Figure 1. Cells colored by class.
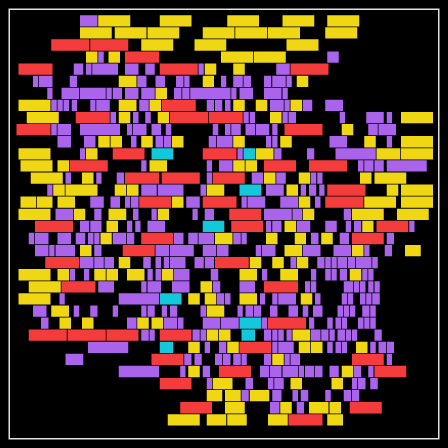
Figure 2. Routing congestion map.
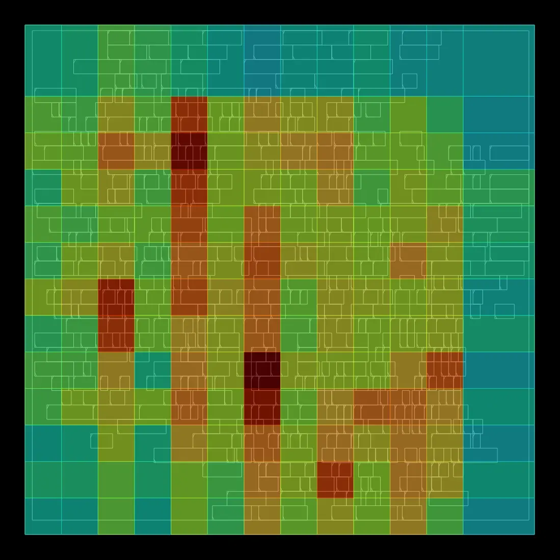
===== src/rtl/lockpick_pkg.sv =====
// -----------------------------------------------------------------------------
// lockpick_pkg
// Shared types and constants for the lockpick result monitor: FSM states,
// frame class encoding, frame length, the period-2 result byte patterns,
// 7-segment glyphs and small helpers that classify and regenerate patterns.
// -----------------------------------------------------------------------------
package lockpick_pkg;

   typedef enum logic [1:0] {
      ST_WAIT    = 2'd0,
      ST_COLLECT = 2'd1,
      ST_CHECK   = 2'd2,
      ST_REPORT  = 2'd3
   } state_t;

   // Same encoding as the game's status word, so classes compare directly.
   typedef enum logic [1:0] {
      CLS_NONE  = 2'b00,
      CLS_ERROR = 2'b01,
      CLS_WIN   = 2'b10,
      CLS_LOCK  = 2'b11
   } class_t;

   localparam int unsigned FRAME_LEN = 32;

   // Result patterns: byte at even index / byte at odd index.
   localparam logic [7:0] WIN_EVEN  = 8'hCE;
   localparam logic [7:0] WIN_ODD   = 8'hFA;
   localparam logic [7:0] ERR_EVEN  = 8'hD0;
   localparam logic [7:0] ERR_ODD   = 8'hBA;
   localparam logic [7:0] LOCK_EVEN = 8'hAD;
   localparam logic [7:0] LOCK_ODD  = 8'hDE;

   // Active-high {g,f,e,d,c,b,a} glyphs.
   localparam logic [6:0] SEG_DASH = 7'h40;
   localparam logic [6:0] SEG_P    = 7'h73;
   localparam logic [6:0] SEG_E    = 7'h79;
   localparam logic [6:0] SEG_L    = 7'h38;
   localparam logic [6:0] SEG_U    = 7'h3E;

   // Candidate class from the first two bytes of a frame.
   function automatic class_t classify_pair(input logic [7:0] b0, input logic [7:0] b1);
      if (b0 == WIN_EVEN && b1 == WIN_ODD)   return CLS_WIN;
      if (b0 == ERR_EVEN && b1 == ERR_ODD)   return CLS_ERROR;
      if (b0 == LOCK_EVEN && b1 == LOCK_ODD) return CLS_LOCK;
      return CLS_NONE;
   endfunction

   // Byte a frame of class cls must carry at an index of the given parity.
   function automatic logic [7:0] pattern_byte(input class_t cls, input logic odd);
      case (cls)
         CLS_WIN:   return odd ? WIN_ODD  : WIN_EVEN;
         CLS_ERROR: return odd ? ERR_ODD  : ERR_EVEN;
         CLS_LOCK:  return odd ? LOCK_ODD : LOCK_EVEN;
         default:   return 8'h00;
      endcase
   endfunction

endpackage


===== src/rtl/lockpick_seg7.sv =====
// -----------------------------------------------------------------------------
// lockpick_seg7
// Combinational 7-segment decode of the last frame class.
// Ports:
//   msg_class - last frame class (00 unrecognized, 01 error, 10 win, 11 lockout)
//   shown     - a frame has been classified since reset
//   seg       - active-high {g,f,e,d,c,b,a}; '-' until the first classification
// -----------------------------------------------------------------------------
module lockpick_seg7
   import lockpick_pkg::*;
(
   input  logic [1:0] msg_class,
   input  logic       shown,
   output logic [6:0] seg
);

   // NOTE: every output of an always_comb gets a default first so no path
   // through the case leaves it unassigned, which would infer a latch.
   always_comb begin
      seg = SEG_DASH;
      if (shown) begin
         case (class_t'(msg_class))
            CLS_WIN:   seg = SEG_P;
            CLS_ERROR: seg = SEG_E;
            CLS_LOCK:  seg = SEG_L;
            default:   seg = SEG_U;
         endcase
      end
   end

endmodule


===== src/rtl/lockpick_result_monitor.sv =====
// -----------------------------------------------------------------------------
// lockpick_result_monitor
// Watches the lockpick game's result byte stream, collects 32-byte frames,
// classifies each frame against the period-2 result patterns, cross-checks the
// class against the game's status, keeps saturating outcome counters and shows
// the last class on a 7-segment display.
// Ports:
//   clk, rst        - rising-edge clock, synchronous active-high reset
//   in_valid        - result byte strobe
//   in_data         - result byte
//   in_status       - game status (01 error, 10 win, 11 lockout), sampled with byte 0
//   clear_stats     - synchronous clear of all outcome counters
//   msg_done        - one-cycle pulse marking a completed frame
//   msg_class       - last frame class, held until the next classification
//   class_mismatch  - class unrecognized or disagreeing with the sampled status
//   frame_err       - one-cycle pulse on a framing violation
//   win_count, err_count, lock_count - saturating outcome counters
//   seg             - 7-segment display of msg_class
// -----------------------------------------------------------------------------
module lockpick_result_monitor
   import lockpick_pkg::*;
(
   input  logic       clk,
   input  logic       rst,
   input  logic       in_valid,
   input  logic [7:0] in_data,
   input  logic [1:0] in_status,
   input  logic       clear_stats,
   output logic       msg_done,
   output logic [1:0] msg_class,
   output logic       class_mismatch,
   output logic       frame_err,
   output logic [7:0] win_count,
   output logic [7:0] err_count,
   output logic [7:0] lock_count,
   output logic [6:0] seg
);

   state_t     state, state_nxt;
   logic [4:0] idx;
   logic [7:0] byte0;
   class_t     cand;
   logic       mismatch;
   logic [1:0] status_q;
   logic       shown;

   logic       accept;
   logic       abort;
   logic       overrun;
   class_t     verdict_cls;
   logic       verdict_mis;

   // -------------------------------------------------------------------------
   // FSM state register
   // -------------------------------------------------------------------------
   // NOTE: sequential state is written with non-blocking assignments so every
   // register samples pre-edge values regardless of block ordering.
   always_ff @(posedge clk) begin
      if (rst) state <= ST_WAIT;
      else     state <= state_nxt;
   end

   // -------------------------------------------------------------------------
   // Next state and per-cycle strobes
   // -------------------------------------------------------------------------
   always_comb begin
      state_nxt = state;
      accept    = 1'b0;
      abort     = 1'b0;
      overrun   = 1'b0;
      case (state)
         ST_WAIT: begin
            if (in_valid) begin
               accept    = 1'b1;
               state_nxt = ST_COLLECT;
            end
         end
         ST_COLLECT: begin
            if (in_valid) begin
               accept = 1'b1;
               if (idx == 5'(FRAME_LEN - 1)) state_nxt = ST_CHECK;
            end else begin
               // A gap inside a frame breaks it; the partial frame is dropped.
               abort     = 1'b1;
               state_nxt = ST_WAIT;
            end
         end
         ST_CHECK: begin
            overrun   = in_valid;
            state_nxt = ST_REPORT;
         end
         ST_REPORT: begin
            overrun   = in_valid;
            state_nxt = ST_WAIT;
         end
         default: state_nxt = ST_WAIT;
      endcase
   end

   // Final class: any deviation from the candidate pattern demotes to 00.
   assign verdict_cls = mismatch ? CLS_NONE : cand;
   assign verdict_mis = (verdict_cls == CLS_NONE) || (verdict_cls != class_t'(status_q));

   assign msg_done = (state == ST_REPORT);

   // -------------------------------------------------------------------------
   // Frame collection and classification
   // -------------------------------------------------------------------------
   always_ff @(posedge clk) begin
      if (rst) begin
         idx            <= 5'd0;
         byte0          <= 8'h00;
         cand           <= CLS_NONE;
         mismatch       <= 1'b0;
         status_q       <= 2'b00;
         msg_class      <= CLS_NONE;
         class_mismatch <= 1'b0;
         frame_err      <= 1'b0;
         shown          <= 1'b0;
      end else begin
         frame_err <= abort | overrun;
         if (abort) idx <= 5'd0;

         if (accept) begin
            if (state == ST_WAIT) begin
               idx      <= 5'd1;
               byte0    <= in_data;
               status_q <= in_status;
               cand     <= CLS_NONE;
               mismatch <= 1'b0;
            end else begin
               // Wraps to 0 after the last byte, ready for the next frame.
               idx <= idx + 5'd1;
               if (idx == 5'd1) begin
                  cand <= classify_pair(byte0, in_data);
               end else if (cand != CLS_NONE && in_data != pattern_byte(cand, idx[0])) begin
                  mismatch <= 1'b1;
               end
            end
         end

         if (state == ST_CHECK) begin
            msg_class      <= verdict_cls;
            class_mismatch <= verdict_mis;
            shown          <= 1'b1;
         end
      end
   end

   // -------------------------------------------------------------------------
   // Saturating outcome counters; clear beats a same-cycle increment
   // -------------------------------------------------------------------------
   always_ff @(posedge clk) begin
      if (rst || clear_stats) begin
         win_count  <= 8'd0;
         err_count  <= 8'd0;
         lock_count <= 8'd0;
      end else if (state == ST_CHECK) begin
         case (verdict_cls)
            CLS_WIN:   if (win_count  != 8'hFF) win_count  <= win_count  + 8'd1;
            CLS_ERROR: if (err_count  != 8'hFF) err_count  <= err_count  + 8'd1;
            CLS_LOCK:  if (lock_count != 8'hFF) lock_count <= lock_count + 8'd1;
            default: ;
         endcase
      end
   end

   lockpick_seg7 u_seg7 (
      .msg_class (msg_class),
      .shown     (shown),
      .seg       (seg)
   );

endmodule


===== config.mk =====
export PLATFORM = sky130hd
export DESIGN_NAME = lockpick_result_monitor
export DESIGN_NICKNAME = d
export VERILOG_FILES = /design/src/rtl/lockpick_pkg.sv /design/src/rtl/lockpick_seg7.sv /design/src/rtl/lockpick_result_monitor.sv
export SDC_FILE = /design/constraint.sdc
export NUM_CORES = 1
export LEC_CHECK = 0
export ABC_AREA = 1
export CAP_MARGIN = 40
export CORE_UTILIZATION = 30
export DETAILED_ROUTE_END_ITERATION = 12
export PLACE_DENSITY = 0.53
export SYNTH_ARGS = -nofsm -noshare
export SYNTH_HDL_FRONTEND = slang
export SYNTH_HIERARCHICAL = 1
export SYNTH_SLANG_ARGS = --single-unit

===== constraint.sdc =====
create_clock -name clk -period 1.37 [get_ports clk]
set_clock_uncertainty 0.05 [all_clocks]
set_input_delay 0.274 -clock clk [delete_from_list [all_inputs] [get_ports clk]]
set_output_delay 0.274 -clock clk [all_outputs]
set_load 0.05 [all_outputs]

==> impl_metrics.tcl <==
# metrics dict for downstream scripts
set metrics [dict create \
    status "finished, violations left" \
    violations "setup timing" \
    routed_via_density 4.67 \
    required_ps 1050 \
    first_pass_iters 4 \
    criticalPathCategory "register to output port" \
    nNetsFinal 556 \
    drc 0 \
    ys.flop_type "dfxtp_1" \
    syn_to_final_growth_pct 87.1 \
    cts.path.max_buffers 2 \
    wire_per_inst_um 11.9 \
    routed_wl_um 7670 \
    worst_setup_path_start_kind "register" \
    setup_violations 23 \
    synth_warnings 6 \
    drtIter0Drc 103 \
    hp-class "input pin to register" \
    period_used_share 1.15 \
    io_pins 50 \
    worstPathArrival_ps 1260 \
    io_buffers 49 \
    async_reset_ff_frac 0 \
    p_leak_nw 2.09 \
    warnings 31 \
    syn-cell-area_sq_um 2670 \
    combPwrFrac 0.117 \
    ant_nets 0 \
    path_clk_slew_ps 100 \
    max-vdd-ir-drop_v 0.000318 \
    rr_worst_depth 8 \
    most_common_cell "nand2_1" \
    grt_pass1_vias 2840 \
    hold_path_startpoint "in_data[6]" \
    cts-buffers-inserted 5 \
    p_int_mw 1.95 \
    cap_violations 0 \
    yosys.area.top_type "dfxtp_1" \
    root_buffer "clkbuf_8" \
    h-tree-depth 2 \
    synth-seq-cells 49 \
    p_seq_frac 0.537 \
    clock_sinks 49 \
    r2r_start "err_count[1]" \
    relSlewSlack 0.771 \
    whs_path_depth 3 \
    synth_cell_types 35 \
    fp.dieH_um 96.3 \
    rrSetupSlack_ps -190 \
    place_area_sq_um 4310 \
    ys_top_cells_by_count "nand2_1, inv_1, dfxtp_1" \
    tritoncts "built" \
    logic_area_sq_um 1790 \
    rsz0062_at_grt "yes" \
    vias 3002 \
    gp_congestion 0.841 \
    cp-end-kind "output port" \
    area_leaders "dfxtp_1, nand2_1, inv_1" \
    drive_gt1_frac 0.507 \
    switchingPower_mw 0.740 \
    instances_no_fill 643 \
    crit_fanout 2 \
    final.setup.tns_ps -2820 \
    flop_area_sq_um 1050 \
    hold-worst-slack_ps 282 \
    finalInstanceArea_sq_um 4990 \
    synth-area-yosys_sq_um 2670 \
    setup_slack_ps -212 \
    min_to "byte0[6]" \
    clkLatencyLatePin_ps 310 \
    synth_stat.cells 390 \
    rows 34 \
    synth_nets 412 \
    place_ws_ps -383 \
    finalCriticalPeriod_ps 1580 \
    grt_pass1_wl_um 12500 \
    final_max_slew_viol_count 0 \
    reg2reg_to "err_count[2]" \
    antenna_found_initial 0 \
    edf_count 0 \
    overflow 0 \
    synthCells 390 \
    grt_max_degree 18 \
]
-- Figure 1 (at the start) --
class	color	cells	share of their area
remaining logic cells	purple	331	42%
remaining buffers and delay cells	yellow	147	35%
registers	red	49	22%
clock drivers and dummy loads	cyan	8	1.9%
Layout Utilization: 0.575
CORE AREA: 8680 sq um

-- Figure 2 (at the start) --
total global-route track usage: 0.174
global route hottest layer: met2
met3 usage: 0.0308

==> cell usage in the layout, fill, tap and decap left out, types with 2 or more instances in the layout <==
cell type	count
a21oi_1	26
a21oi_2	10
buf_12	37
buf_4	80
buf_6	16
clkbuf_8	5
clkdlybuf4s50_1	6
clkinvlp_4	3
dfxtp_1	20
dfxtp_2	14
dfxtp_4	15
dlymetal6s2s_1	7
ha_4	7
inv_1	37
inv_2	11
inv_4	2
inv_6	3
nand2_1	72
nand2_2	19
nand2_4	7
nand3_1	19
nand3_2	3
nand3b_1	2
nand4_1	11
nor2_1	24
nor2_2	6
nor2_4	12
nor3_1	3
nor3_2	6
nor4_1	3
o21ai_0	13
o21ai_1	7
o21ai_2	7
xnor2_1	4
xor2_1	4
==> routing by layer <==
layer	wire length (um)	part of all wire	global-route usage	vias to the layer above
met5	0	0	0	-
met4	95	0.012	0.0572	0
met3	238	0.031	0.0308	8
met2	4000	0.52	0.305	50
met1	3340	0.44	0.213	1388
li1	-	-	-	1556
==> flip-flops by register name (all words and copies together) (netlist names), named ones only <==
name	cells
msg_class	2
lock_count	8
shown	1
win_count	8
state	1
cand	2
status_q	2
class_mismatch	1
mismatch	1
frame_err	1
byte0	8
err_count	8
idx	5
==> final cells by class <==
| type | instances | share of cell area |
|---|---|---|
| Multi-Input combinational cell | 276 | 0.359 |
| Clock buffer | 5 | 0.0138 |
| Inverter | 55 | 0.0459 |
| Tap cell | 108 | 0.0271 |
| Sequential cell | 49 | 0.211 |
| Clock inverter | 3 | 0.00502 |
| Timing Repair Buffer | 147 | 0.338 |
==> power by group through the flow <==
stage	Sequential [mW]	Combinational, mW	Clock [mW]
floorplan	1.48	0.126	0
global placement	1.48	0.280	0
detailed placement	1.48	0.284	0
CTS	1.44	0.291	0.967
global route	1.45	0.344	1.04
finish	1.44	0.314	0.930
==> worst max path at each step <==
| stage | end | cells past startpoint | from | slack (ps) |
|---|---|---|---|---|
| after floorplan | win_count[3] | 7 | win_count[1] | -90 |
| after global placement | cand[1] | 9 | in_data[1] | -350 |
| after detailed placement | cand[1] | 9 | in_data[1] | -380 |
| after CTS | seg[0] | 5 | msg_class[0] | -220 |
| after global routing | err_count[2] | 8 | err_count[1] | -270 |
| final | seg[0] | 5 | msg_class[0] | -210 |
==> critical path, stage by stage (launching register included) <==
cell        delay [ps]
dfxtp_4            370
inv_4               40
ha_4               240
nand2_4             60
clkinvlp_4          90
buf_12             150
==> kinds of logic after synthesis <==
group,after synthesis,synth area share
flip-flops,49,0.368
AND/OR/NAND/NOR,190,0.325
XOR/XNOR,9,0.0296
adder cells (fa/ha/maj),8,0.0375
buffers and inverters,65,0.100
AND-OR/OR-AND,69,0.139
==> timing repair <==
item / in CTS / in global routing
pin swaps: 23 / 39
endpoints found under the setup margin: 39 / 42
setup buffers: 10 / 13
gates resized: 55 / 81
hold buffers: 0 / 0
==> through the flow <==
| stage | utilization | power, mW |
|---|---|---|
| 2_1_floorplan | - | 1.60 |
| 6_report | 0.575 | 2.69 |
| 3_5_place_dp | 0.496 | 1.76 |
| 3_3_place_gp | 0.496 | 1.76 |
| 5_1_grt | 0.575 | 2.83 |
| 4_1_cts | 0.535 | 2.70 |
No activity file was given, so power comes from the tool's default toggle rates.
